Run 1, cell outlines without signal wires:
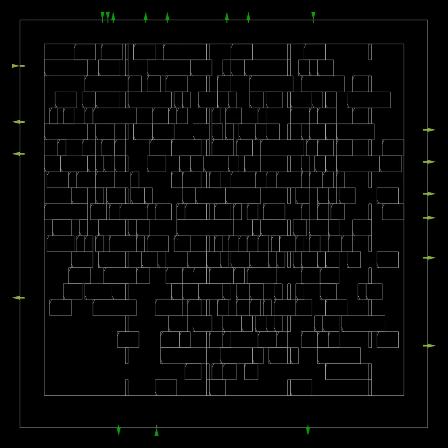
Run 1, cell classes on the final placement:
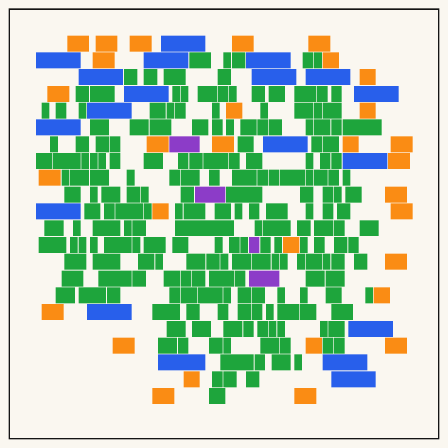
Run 1, local utilization:
7 x 7 tiles, from white (low) to dark blue (high), 0 to 100% covered.
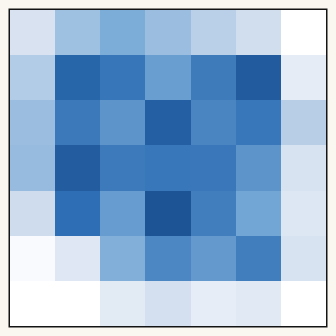
Run 1, where the registers sit:
Bar = 20 um. Other sequential cells in the stronger grey, the rest of the logic in the fainter grey.
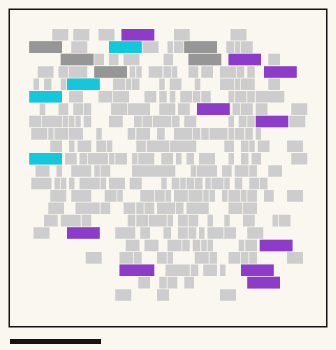
File: config.mk
export PLATFORM = sky130hd
export DESIGN_NAME = board_lift_fsm
export DESIGN_NICKNAME = d
export VERILOG_FILES = /design/src/rtl/board_lift_pkg.sv /design/src/rtl/board_lift_fsm_frame_tick_gen.sv /design/src/rtl/board_lift_fsm.sv
export SDC_FILE = /design/constraint.sdc
export NUM_CORES = 1
export LEC_CHECK = 0
export CORE_MARGIN = 4
export CORE_UTILIZATION = 50
export CTS_CLUSTER_SIZE = 24
export DETAILED_ROUTE_END_ITERATION = 16
export GPL_ROUTABILITY_DRIVEN = 1
export PLACE_DENSITY = 0.75
export SLEW_MARGIN = 20
export SYNTH_ARGS = -nofsm -noshare
export SYNTH_HDL_FRONTEND = slang
export SYNTH_SLANG_ARGS = --single-unit
File: constraint.sdc
create_clock -name Clk -period 3.9 [get_ports Clk]
set_clock_uncertainty 0.15 [all_clocks]
set_input_delay 0.585 -clock Clk [delete_from_list [all_inputs] [get_ports Clk]]
set_output_delay 0.585 -clock Clk [all_outputs]
set_load 0.02 [all_outputs]
File: src/rtl/board_lift_pkg.sv
// Shared types and default geometry for the yellow lift board.
// Also used by the renderer and the pole-status detector.
package board_lift_pkg;

  typedef enum logic [1:0] {
    TOP    = 2'd0,
    DOWN   = 2'd1,
    BOTTOM = 2'd2,
    UP     = 2'd3
  } board_state_t;

  localparam logic [9:0]  BL_Y_TOP    = 10'd210;
  localparam logic [9:0]  BL_Y_BOTTOM = 10'd290;
  localparam int unsigned BL_STEP     = 2;

  // Step down by s, never passing lim; 11-bit sum so nothing wraps.
  function automatic logic [9:0] clamp_add(input logic [9:0] y,
                                           input logic [2:0] s,
                                           input logic [9:0] lim);
    logic [10:0] sum;
    sum = {1'b0, y} + {8'b0, s};
    return (sum >= {1'b0, lim}) ? lim : sum[9:0];
  endfunction

  // Step up by s, never passing lim; compares y against lim+s to avoid underflow.
  function automatic logic [9:0] clamp_sub(input logic [9:0] y,
                                           input logic [2:0] s,
                                           input logic [9:0] lim);
    logic [10:0] floor_v;
    floor_v = {1'b0, lim} + {8'b0, s};
    return ({1'b0, y} <= floor_v) ? lim : (y - {7'b0, s});
  endfunction

endpackage

File: src/rtl/board_lift_fsm_frame_tick_gen.sv
// Synchronises the level frame strobe into Clk and emits a one-cycle
// pulse on each rising frame edge.
module frame_tick_gen (
  input  logic Clk,
  input  logic Reset,
  input  logic frame_clk,
  output logic tick
);

  logic fs_meta_q;
  logic fs_q;
  logic fd_q;

  always_ff @(posedge Clk) begin
    if (!Reset) begin
      fs_meta_q <= 1'b0;
      fs_q      <= 1'b0;
      fd_q      <= 1'b0;
    end else begin
      fs_meta_q <= frame_clk;
      fs_q      <= fs_meta_q;
      fd_q      <= fs_q;
    end
  end

  assign tick = fs_q & ~fd_q;

endmodule

File: src/rtl/board_lift_fsm.sv
// Yellow lift board animator: moves the board between its rest positions at
// STEP pixels per frame and reports its position and last displacement.
module board_lift_fsm
  import board_lift_pkg::*;
#(
  parameter logic [9:0]  Y_TOP    = BL_Y_TOP,
  parameter logic [9:0]  Y_BOTTOM = BL_Y_BOTTOM,
  parameter int unsigned STEP     = BL_STEP
) (
  input  logic              Clk,
  input  logic              Reset,
  input  logic              frame_clk,
  input  logic              board_yellow_down,
  input  logic              obstruct,
  output logic [9:0]        board_y,
  output logic signed [3:0] board_dy,
  output logic              board_moving,
  output logic              board_at_bottom
);

  localparam logic [2:0] STEP_W = 3'(STEP);

  logic              tick;
  board_state_t      state_q, state_d;
  logic [9:0]        y_q, y_d;
  logic signed [3:0] dy_q, dy_d;
  logic [9:0]        y_dn, y_up;

  frame_tick_gen u_tick (
    .Clk       (Clk),
    .Reset     (Reset),
    .frame_clk (frame_clk),
    .tick      (tick)
  );

  always_comb begin
    y_dn    = clamp_add(y_q, STEP_W, Y_BOTTOM);
    y_up    = clamp_sub(y_q, STEP_W, Y_TOP);
    state_d = state_q;
    y_d     = y_q;
    dy_d    = dy_q;
    if (tick) begin
      dy_d = '0;
      unique case (state_q)
        TOP:    if (board_yellow_down)  state_d = DOWN;
        BOTTOM: if (!board_yellow_down) state_d = UP;
        // While in motion the sampled target picks the direction, so a
        // reversal takes its first step on the same tick.
        DOWN, UP: begin
          if (board_yellow_down) begin
            if (!obstruct) begin
              y_d  = y_dn;
              dy_d = 4'(y_dn - y_q);
            end
            state_d = (y_d == Y_BOTTOM) ? BOTTOM : DOWN;
          end else begin
            y_d     = y_up;
            dy_d    = 4'(y_up - y_q);
            state_d = (y_up == Y_TOP) ? TOP : UP;
          end
        end
        default: state_d = TOP;
      endcase
    end
  end

  always_ff @(posedge Clk) begin
    if (!Reset) begin
      state_q <= TOP;
      y_q     <= Y_TOP;
      dy_q    <= '0;
    end else begin
      state_q <= state_d;
      y_q     <= y_d;
      dy_q    <= dy_d;
    end
  end

  assign board_y         = y_q;
  assign board_dy        = dy_q;
  assign board_moving    = (state_q == DOWN) || (state_q == UP);
  assign board_at_bottom = (state_q == BOTTOM);

endmodule

==> flow_summary.ini, run 1 <==
; implementation run metrics
[run_status]
status = complete, no violations

[synthesis]
simple_gate_area_frac = 0.245
synth_area_sq_um = 1880
flop_cell = dfxtp_1
ys_sh_xor = 0.0419
synth.ff_latch_count = 19
syn_nets = 264
syn_avg_cell_area_sq_um = 7.47
ys_cells = 252
ys_types = 59

[final_timing]
period_needed_ns = 3.59
finalSetupViolCount = 0
rsz0062_at_grt = no
fmax_mhz = 279
worst_pin_slew_ns = 0.591

[setup_path]
crit_type = register to register
rr_worst_depth = 12
cp_max_fo = 11
ff2ff_setup_slack_ns = 0.31

[route]
drc = 0
vias = 2095
met3_length_um = 494

[grt]
grt.busiest_layer = met2

[placement]
place_area_sq_um = 2100
port_buffers = 20

[power_and_ir_drop]
p_leak_nw = 0.698
combPwrFrac = 0.104
seqPwrFrac = 0.501
pg_comb_uw = 41.1
powerDensity_nw_per_um2 = 184
power.share.clock = 0.395

[floorplanning]
fp_util = 0.514

[clocking]
cts_tree = built

[layout]
synthToLayoutAreaGrowth_pct = 14.1
fin_nets = 274
Back to the opening pictures, 'cell outlines without signal wires':
n_taps: 48
flip-flops: 19

Back to the opening pictures, 'cell classes on the final placement':
Orange marks other buffers and delay cells, cells 30, share of their area 13%. Green marks all other logic, cells 208, share of their area 66%. Blue marks flip-flops, cells 19, share of their area 18%. Purple marks clock drivers and dummy loads, cells 4, share of their area 2.2%.

Back to the opening pictures, 'local utilization':
The emptiest ninth of the die: lower left. The densest ninth of the die: centre. The mean over all tiles is 43%. 10% of the tiles are over 75% full. The fullest tile reaches 86%. 8.2% of the tiles are nearly empty.

Back to the opening pictures, 'where the registers sit':
Purple marks board_y, sequential cells 10. Cyan marks board_dy, sequential cells 4, where upper left.
sequential share of cell area: 0.178
Seq. pwr: 197 uW
register area: 382 sq um
Final Util: 0.586

## run 1: flip-flops by register name, summed over array words and instances, names as in the netlist, named ones only
register          count
u_tick.fs_meta_q      1
u_tick.fs_q           1
board_y              10
u_tick.fd_q           1
board_dy              4
state_q               1
## run 1: area by class of cell
type                    count  area [sq um]
fillers                   354          1510
well taps                  48          60.1
inverters                  12          45.0
clock inverters             1          5.00
flip-flops and latches     19           382
multi-input cells         196          1340
repair buffers             30           275
clock buffers               3          41.3
## run 1: layout by cell type, fill, tap and decap left out, types with 5 or more instances in the layout
| master | Yosys | layout |
|---|---|---|
| o21ai_0 | 9 | 9 |
| nor2_1 | 27 | 27 |
| mux2i_1 | 5 | 5 |
| a221o_1 | 5 | 5 |
| a211oi_1 | 6 | 6 |
| buf_4 | 5 | 10 |
| inv_1 | 10 | 10 |
| ha_1 | 7 | 7 |
| nor3_1 | 10 | 10 |
| a21oi_1 | 14 | 14 |
| nand3_1 | 6 | 6 |
| clkdlybuf4s50_1 | 0 | 20 |
| dfxtp_1 | 19 | 18 |
| nand2_1 | 17 | 17 |
| o31ai_1 | 6 | 6 |
| xnor2_1 | 5 | 5 |
| nand4_1 | 5 | 5 |
## run 1: critical path, cell delays in order (launching register included)
cell and delay [ns]:
dfxtp_1 0.56, inv_1 0.22, ha_1 0.41, o31ai_1 0.43, a221o_1 0.32, a21oi_4 0.11, and2_1 0.17, ha_1 0.31
a21oi_1 0.17, o31a_1 0.15, o31ai_1 0.09, a2111o_1 0.36, o221ai_1 0.07
## run 1: final timing paths
kind,endpoint,from
max,board_dy[3],board_y[2]
min,u_tick.fs_q,u_tick.fs_meta_q
max reg2reg,board_dy[3],board_y[2]
min reg2reg,u_tick.fs_q,u_tick.fs_meta_q
Run 1, metal 3:
Bar = 20 um.
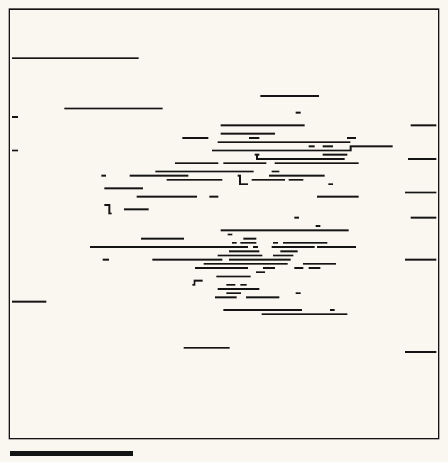

==> run 1 -> run 2 <==
clock period = 4.6 ns   (was 3.9 ns; I/O delays follow)
Run 2, metal 3:
Bar = 20 um.
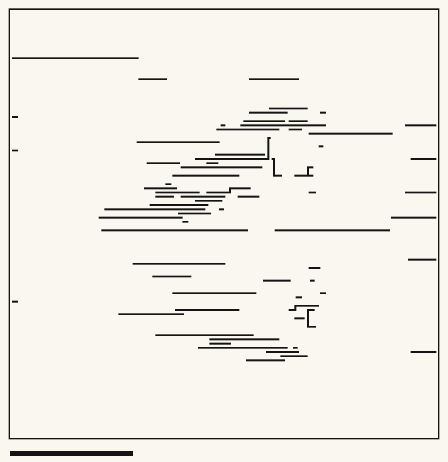
The layer holds 8.4% of the routed length. The layer carries 457 um of wire. The longest straight run is 23.5 um. The wires run mostly horizontal.
final WL: 5440 um
vias: 2031
met3 Use GR: 0.0420

Run 2, cell outlines without signal wires:
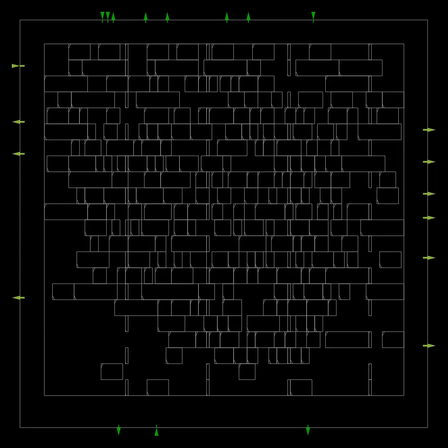
sequential share of cell area: 0.181
Final Non-Filler Cells: 303
Core Area: 3660 sq um

==> run 2 against run 1 <==
  * Combinational power is 19% lower
  * Flip-flop count is the same
  * Fmax fell by 8.6%
  * Highest routed layer unchanged
  * Synthesized area is the same
  * Clock power fell by 23%
  * Critical path depth unchanged
  * Largest power group unchanged
  * Clock-buffer cell count increased by 1
  * Largest cell class unchanged
  * Worst setup slack gained 0.36 ns
  * Cell count fell by 1.9%
  * Register-to-register slack improved by 0.36 ns
  * Via count is 3.1% lower
  * Die area is the same
==> flow_summary.ini, run 2 <==
; implementation run metrics
[run_status]
status = complete, no violations

[synthesis]
ys_cells = 252
common_cells = nor2_1, dfxtp_1, nand2_1, clkbuf_1, a21oi_1
ys_types = 59
syn_avg_cell_area_sq_um = 7.47
synth.ff_latch_count = 19
flop_cell = dfxtp_1
synth_area_sq_um = 1880
syn_nets = 264
most_common_cell = nor2_1

[layout]
final_cell_mix = nor2_1, clkdlybuf4s50_1, dfxtp_1, nand2_1, a21oi_1
layout.cells.most_common = nor2_1
fin_nets = 268
largest_reg_flops = 10
synthToLayoutAreaGrowth_pct = 11.6

[setup_path]
max_stage_delay_ns = 0.65
crit_family = AND-OR/OR-AND gates
worst-path-buf-inv = 1
crit_slowest_cell = dfxtp_1
crit_type = register to register
cp_max_fo = 14
crit_chain = clkinv_1, ha_1, o31ai_1, a221o_1, a21oi_4, and2_1, ha_1, a21oi_1, o31a_1, o31ai_1, a2111o_1, o221ai_1

[grt]
grt-ovfl-total = 0
grt_pass1_vias = 1883
grt.busiest_layer = met2

[clocking]
cts_tree = built
clk_latency_ns = 0.26
numClockSinks = 19

[final_timing]
slew_headroom = 0.449
period_needed_ns = 3.93
finalHoldViolations = 0
rsz0062_at_grt = no
worst_pin_slew_ns = 0.824
fmax_mhz = 255
fin_hold_ws_ns = 0.291
finalSetupViolCount = 0

[power_and_ir_drop]
p_leak_nw = 0.666

[route]
drtIter0Drc = 303
drc = 0

[floorplanning]
fp_util = 0.514
ios = 21

[placement]
port_buffers = 20
[run 2: worst paths after layout]
kind,to,start,cells after the start,slack [ns]
hold / removal,u_tick.fs_q,u_tick.fs_meta_q,1,0.29
setup / recovery,board_dy[3],board_y[1],12,0.67
setup reg to reg,board_dy[3],board_y[1],12,0.67
hold reg to reg,u_tick.fs_q,u_tick.fs_meta_q,1,0.29
[run 2: report_power, final]
group | switching, mW | total, mW | leakage [nW] | internal [mW]
Combinational | 0.0217 | 0.0333 | 0.490 | 0.0117
Clock | 0.0586 | 0.120 | 0.0228 | 0.0617
Sequential | 0.00142 | 0.167 | 0.154 | 0.166
Total | 0.0817 | 0.321 | 0.666 | 0.239
[run 2: area by class of cell]
| type | instances | area, sq um |
|---|---|---|
| flip-flops and latches | 19 | 380 |
| multi-input cells | 196 | 1340 |
| inverters | 12 | 45.0 |
| repair buffers | 24 | 230 |
| clock buffers | 4 | 45.0 |
| well taps | 48 | 60.1 |
| fillers | 351 | 1560 |
[run 2: cell families after synthesis]
kind of cell	synth area share
DFF	0.202
and+or+nand+nor	0.245
muxes	0.0266
buffers and inverters	0.0864
AOI/OAI and AO/OA	0.351
adders and majority gates	0.0465
xor gates and xnor gates	0.0419
[run 2: layer usage]
layer,vias up,part of all wire
met3,19,0.084
met1,954,0.43
met4,0,0.023
met2,116,0.46
li1,942,-
met5,-,0
[run 2: through the flow]
step                      std cells  area, sq um  utilization  total power, mW  setup WS [ns]
after floorplan                 252         1880            -            0.193           1.06
after global placement          299         2050        0.561            0.203          0.938
after detailed placement        299         2050        0.561            0.203          0.767
after CTS                       303         2100        0.573            0.323          0.750
after global routing            303         2100        0.573            0.333          0.471
final                           303         2100        0.573            0.321          0.673
No activity file was given, so power comes from the tool's default toggle rates.
